$ cat src/rtl/mode_counter.sv
// -----------------------------------------------------------------------------
// mode_counter
//
// Programmable up/down counter with an enable prescaler and four counting
// modes:
//   00 wrap     : free-running modulo 2^WIDTH, limit ignored
//   01 modulo   : counts 0..limit and wraps at limit (either direction)
//   10 saturate : stops at limit (up) or 0 (down); can step back off the rail
//   11 one-shot : stops at limit (up) or 0 (down); stays there until
//                 clr/load/rst or a mode change
//
// Ports
//   clk       in   clock, rising edge
//   rst       in   asynchronous reset, active high
//   clr       in   synchronous clear (count, prescaler, tc, FSM)
//   load      in   synchronous parallel load of load_val
//   load_val  in   [WIDTH] value for load
//   en        in   count enable, advances the prescaler
//   dir       in   1 = up, 0 = down
//   mode      in   [2] counting mode (see above)
//   limit     in   [WIDTH] endpoint for modes 01/10/11
//   prescale  in   [PRE_W] tick every prescale+1 enabled cycles
//   count     out  [WIDTH] current count, registered
//   tc        out  terminal-count pulse, registered, one cycle wide
//   done      out  high while the FSM sits in DONE
//
// Priority at each edge: rst > clr > load > tick > hold.
// -----------------------------------------------------------------------------
module mode_counter #(
  parameter int WIDTH = 16,
  parameter int PRE_W = 8
) (
  input  logic             clk,
  input  logic             rst,
  input  logic             clr,
  input  logic             load,
  input  logic [WIDTH-1:0] load_val,
  input  logic             en,
  input  logic             dir,
  input  logic [1:0]       mode,
  input  logic [WIDTH-1:0] limit,
  input  logic [PRE_W-1:0] prescale,
  output logic [WIDTH-1:0] count,
  output logic             tc,
  output logic             done
);

  localparam logic [1:0] MODE_WRAP = 2'b00;
  localparam logic [1:0] MODE_MOD  = 2'b01;
  localparam logic [1:0] MODE_SAT  = 2'b10;
  localparam logic [1:0] MODE_ONE  = 2'b11;

  localparam logic [0:0] ST_RUN  = 1'b0;
  localparam logic [0:0] ST_DONE = 1'b1;

  localparam logic [WIDTH-1:0] CNT_ONE = WIDTH'(1);
  localparam logic [WIDTH-1:0] CNT_MAX = '1;

  // ---------------------------------------------------------------------------
  // Prescaler: a tick fires on the enabled cycle where pre_cnt matches
  // prescale. en low freezes it; clr/load restart it so the first tick after
  // either arrives prescale+1 enabled cycles later.
  // ---------------------------------------------------------------------------
  logic [PRE_W-1:0] pre_cnt;
  logic             tick;

  assign tick = en && (pre_cnt == prescale);

  always_ff @(posedge clk or posedge rst) begin
    if (rst)               pre_cnt <= '0;
    else if (clr || load)  pre_cnt <= '0;
    else if (en)           pre_cnt <= tick ? '0 : pre_cnt + PRE_W'(1);
  end

  // ---------------------------------------------------------------------------
  // Counter / FSM next-state
  // ---------------------------------------------------------------------------
  logic [0:0]       state, state_nxt;
  logic [WIDTH-1:0] count_nxt;
  logic             tc_nxt;
  // Which rail the saturate/one-shot FSM stopped on (1 = limit, 0 = zero).
  // Saturate needs it in DONE to tell "away from endpoint" from "toward".
  logic             end_up, end_up_nxt;

  logic [WIDTH-1:0] cnt_inc, cnt_dec;
  logic             at_zero, at_max, ge_lim;

  assign cnt_inc = count + CNT_ONE;
  assign cnt_dec = count - CNT_ONE;
  assign at_zero = (count == '0);
  assign at_max  = (count == CNT_MAX);
  assign ge_lim  = (count >= limit);

  always_comb begin
    count_nxt  = count;
    state_nxt  = state;
    tc_nxt     = 1'b0;
    end_up_nxt = end_up;

    if (clr) begin
      count_nxt = '0;
      state_nxt = ST_RUN;
    end else if (load) begin
      count_nxt = load_val;
      state_nxt = ST_RUN;
    end else if (state == ST_DONE && !mode[1]) begin
      // Left saturate/one-shot while parked: release the FSM, count untouched.
      state_nxt = ST_RUN;
    end else if (tick) begin
      case (mode)
        MODE_WRAP: begin
          if (dir) begin
            count_nxt = cnt_inc;
            tc_nxt    = at_max;
          end else begin
            count_nxt = cnt_dec;
            tc_nxt    = at_zero;
          end
        end

        MODE_MOD: begin
          if (dir) begin
            if (ge_lim) begin
              count_nxt = '0;
              tc_nxt    = 1'b1;
            end else begin
              count_nxt = cnt_inc;
            end
          end else begin
            // count > limit covers a limit lowered below the current count.
            if (at_zero || (count > limit)) begin
              count_nxt = limit;
              tc_nxt    = 1'b1;
            end else begin
              count_nxt = cnt_dec;
            end
          end
        end

        MODE_SAT, MODE_ONE: begin
          if (state == ST_RUN) begin
            if (dir) begin
              if (ge_lim) begin
                // Already at/past the endpoint: park without a pulse.
                state_nxt  = ST_DONE;
                end_up_nxt = 1'b1;
              end else if (cnt_inc == limit) begin
                count_nxt  = limit;
                tc_nxt     = 1'b1;
                state_nxt  = ST_DONE;
                end_up_nxt = 1'b1;
              end else begin
                count_nxt = cnt_inc;
              end
            end else begin
              if (at_zero) begin
                state_nxt  = ST_DONE;
                end_up_nxt = 1'b0;
              end else if (count == CNT_ONE) begin
                count_nxt  = '0;
                tc_nxt     = 1'b1;
                state_nxt  = ST_DONE;
                end_up_nxt = 1'b0;
              end else begin
                count_nxt = cnt_dec;
              end
            end
          end else if (mode == MODE_SAT && dir != end_up) begin
            // Stepping off the rail. Never wrap: a zero-limit park at 0
            // cannot step further down, nor max further up.
            if (dir && !at_max) begin
              count_nxt = cnt_inc;
              state_nxt = ST_RUN;
            end else if (!dir && !at_zero) begin
              count_nxt = cnt_dec;
              state_nxt = ST_RUN;
            end
          end
          // One-shot in DONE ignores ticks entirely.
        end

        default: ;
      endcase
    end
  end

  // ---------------------------------------------------------------------------
  // State registers
  // ---------------------------------------------------------------------------
  always_ff @(posedge clk or posedge rst) begin
    if (rst) begin
      count  <= '0;
      tc     <= 1'b0;
      state  <= ST_RUN;
      end_up <= 1'b0;
    end else begin
      count  <= count_nxt;
      tc     <= tc_nxt;
      state  <= state_nxt;
      end_up <= end_up_nxt;
    end
  end

  assign done = (state == ST_DONE);

endmodule

$ cat config.mk
export PLATFORM = sky130hd
export DESIGN_NAME = mode_counter
export DESIGN_NICKNAME = d
export VERILOG_FILES = /design/src/rtl/mode_counter.sv
export SDC_FILE = /design/constraint.sdc
export NUM_CORES = 1
export LEC_CHECK = 0
export ABC_CLOCK_PERIOD_IN_PS = 6300
export CAP_MARGIN = 20
export CORE_MARGIN = 3
export CORE_UTILIZATION = 50
export DETAILED_ROUTE_END_ITERATION = 12
export GPL_TIMING_DRIVEN = 0
export PLACE_DENSITY = 0.81
export SYNTH_ARGS = -nofsm -noshare
export SYNTH_HDL_FRONTEND = slang
export SYNTH_SLANG_ARGS = --single-unit
$ cat constraint.sdc
create_clock -name clk -period 6.3 [get_ports clk]
set_input_delay 0.945 -clock clk [delete_from_list [all_inputs] [get_ports clk]]
set_output_delay 0.945 -clock clk [all_outputs]
set_load 0.01 [all_outputs]
==> images/m1.png <==
Scale bar: 20 um.
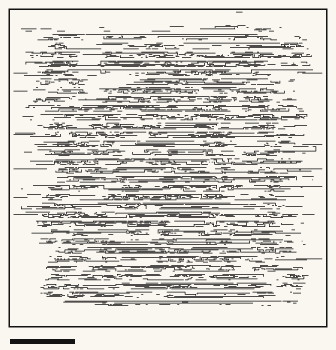
share of all routed wire: 40%
main direction: horizontal
nets with wire on the layer: 647

==> images/m2.png <==
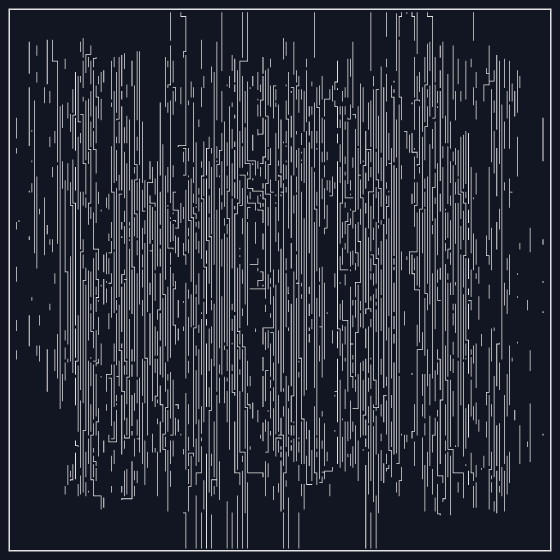
main direction: vertical
longest straight run: 54.1 um
share of all routed wire: 45%
wire length on this layer: 7770 um
nets with wire on the layer: 599

==> images/m3.png <==
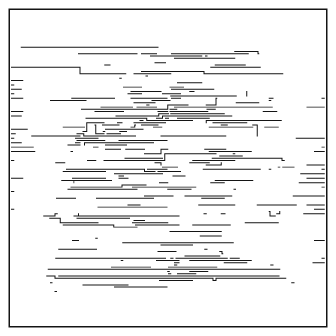
wire length on this layer: 2060 um
main direction: horizontal
nets with wire on the layer: 161
share of all routed wire: 12%
longest straight run: 70.8 um
vias: 5035
met3 usage: 0.0764
total wire length: 17.3 mm

==> images/m4.png <==
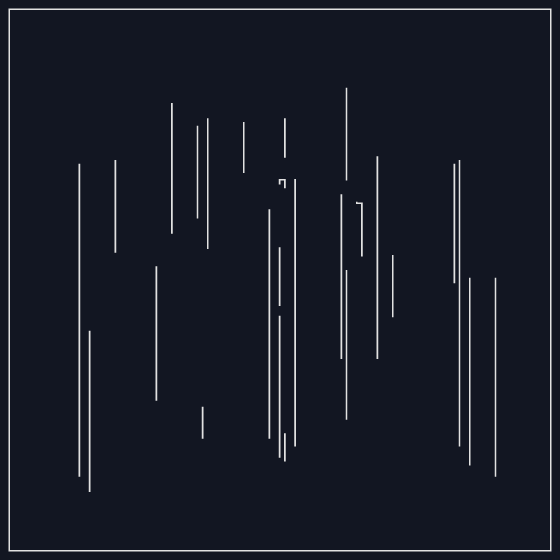
wire length on this layer: 610 um
share of all routed wire: 3.5%
nets with wire on the layer: 24
main direction: vertical
longest straight run: 55.8 um

==> impl_metrics.ini <==
; physical design summary
[run]
warning_count = 28
maxCapViolations = 0

[power_and_ir_drop]
power.density_mw_per_mm2 = 156
irDropWorstVdd_uv = 118
intPower_mw = 0.411
p_sw_frac = 0.469

[worst_setup_path]
worstPathArrival_ps = 5010
critPathKind = primary input to register
start_kind = primary input
slowest_delay_ps = 610
rr_endpoint = count[4]$_DFFE_PP0P_
worst_setup_path_end_kind = register
crit_path_cell_trace = clkdlybuf4s50_1 > inv_1 > ha_1 > nand4_1 > nor2_1 > o2bb2ai_1 > or3_1 > a21oi_1 > buf_2 > buf_2 > mux2i_1 > o221ai_1 > o21ai_0
critPathBufInv = 4

[clock_tree]
holdBufCountCts = 0
clkTransAtPathRegs_ps = 120
cts_tree = yes

[synthesis]
syn_area_mm2 = 0.00411
mux_share = 0.0505
ys_types = 75
syn-num-nets = 618
ys_cells = 550
ys_sh_aoi = 0.304
synth_seq_share = 0.164
synth.largest_area_cell = dfrtp_1

[routing]
drc = 0

[grt]
grt_pass1_vias = 4799
antenna_found_initial = 0
grt_overflow = 0

[die]
dieArea_mm2 = 0.00935
chipWidth_um = 96.7
initial_core_util = 0.524
rows = 32

[final_timing]
clock.fmax_mhz = 208
setup_viol = 0
clock_skew_ps = 9.16
slew_headroom = 0.398
tightest_slew_ps = 902
period_used_share = 0.762

[placed_design]
place.gp.congestion = 1.09

[layout]
n_fill_cell = 726

[run_status]
status = finished, final reports clean

[worst_hold_path]
min_path_type = register to register
cells by family after synthesis:
logic type / Yosys count
and+or+nand+nor: 190
AOI/OAI and AO/OA: 176
buffers and inverters: 66
xor gates and xnor gates: 50
DFF: 27
adders and majority gates: 21
muxes: 20
how the worst max path moves through the flow:
| stage | startpoint | to | slack, ps |
|---|---|---|---|
| after floorplan | limit[11] | count[2]$_DFFE_PP0P_ | 3000 |
| after global placement | limit[13] | count[4]$_DFFE_PP0P_ | 1290 |
| after detailed placement | limit[13] | count[4]$_DFFE_PP0P_ | 1300 |
| after CTS | limit[13] | count[4]$_DFFE_PP0P_ | 1600 |
| after global routing | limit[13] | count[4]$_DFFE_PP0P_ | 1280 |
| final | limit[13] | count[4]$_DFFE_PP0P_ | 1500 |
worst register-to-register path: stages, from the launching register on:
cell	delay, ps
dfrtp_1	580
ha_1	320
nand4_1	330
nor2_1	100
o2bb2ai_1	240
or3_1	490
a21oi_1	420
buf_2	410
buf_2	370
mux2i_1	230
o221ai_1	150
o21ai_0	230
power groups by stage:
stage	Clock (mW)	Sequential [mW]	Combinational, mW
finish	0.121	0.210	0.443
global route	0.125	0.212	0.473
CTS	0.117	0.209	0.428
detailed placement	0	0.212	0.426
global placement	0	0.211	0.418
floorplan	0	0.211	0.269
state kept, by name, indices dropped and copies added (netlist names):
| signal | cells |
|---|---|
| end_up | 1 |
| done | 1 |
| count | 16 |
| pre_cnt | 8 |
| tc | 1 |
cell usage in the layout (no fill, tap or decap), types with 4 or more instances in the layout:
cell type	count
o31ai_1	4
clkdlybuf4s50_1	63
a211o_1	5
inv_1	27
mux2i_1	14
a31oi_1	7
xnor2_1	33
mux2_2	6
dfrtp_1	27
o2111ai_1	7
or2_2	4
a32oi_1	4
a22o_1	5
clkbuf_1	21
o211ai_1	7
xor2_1	15
nand3_1	17
or3_1	11
o41ai_1	4
buf_2	11
nand2_1	53
nor3_1	15
a211oi_1	7
a21oi_1	42
o21a_1	5
o21ai_0	30
ha_1	20
buf_4	4
a2111oi_0	4
nand2b_1	5
nor4_1	9
nor2_1	42
nand4_1	12
a22oi_1	8
per-stage QoR:
step / std cells / cell area [um2] / hold WS, ps / power (mW) / util
after global routing: 721 / 4960 / 606 / 0.809 / 0.632
after global placement: 715 / 4870 / 537 / 0.629 / 0.621
after floorplan: 550 / 4110 / 502 / 0.480 / -
after detailed placement: 717 / 4910 / 535 / 0.638 / 0.625
after CTS: 721 / 4960 / 565 / 0.755 / 0.632
final: 721 / 4960 / 573 / 0.774 / 0.632
layout make-up:
class / instances / area (um2) / share of cell area
multi-input combinational: 457 / 3170 / 0.639
sequential: 27 / 676 / 0.136
timing repair buffer: 65 / 666 / 0.134
buffer: 37 / 164 / 0.0331
tap: 102 / 128 / 0.0258
inverter: 29 / 109 / 0.0220
clock buffer: 3 / 41.3 / 0.00833
clock inverter: 1 / 7.51 / 0.00151
routing by layer:
| metal | routed length [um] | GRT usage |
|---|---|---|
| met1 | 6830 | 0.477 |
| met2 | 7770 | 0.567 |
| met3 | 2060 | 0.0764 |
| met4 | 609 | 0.121 |
| met5 | 0 | 0 |
Power figures rest on the tool's default switching activity, not on a simulated workload.
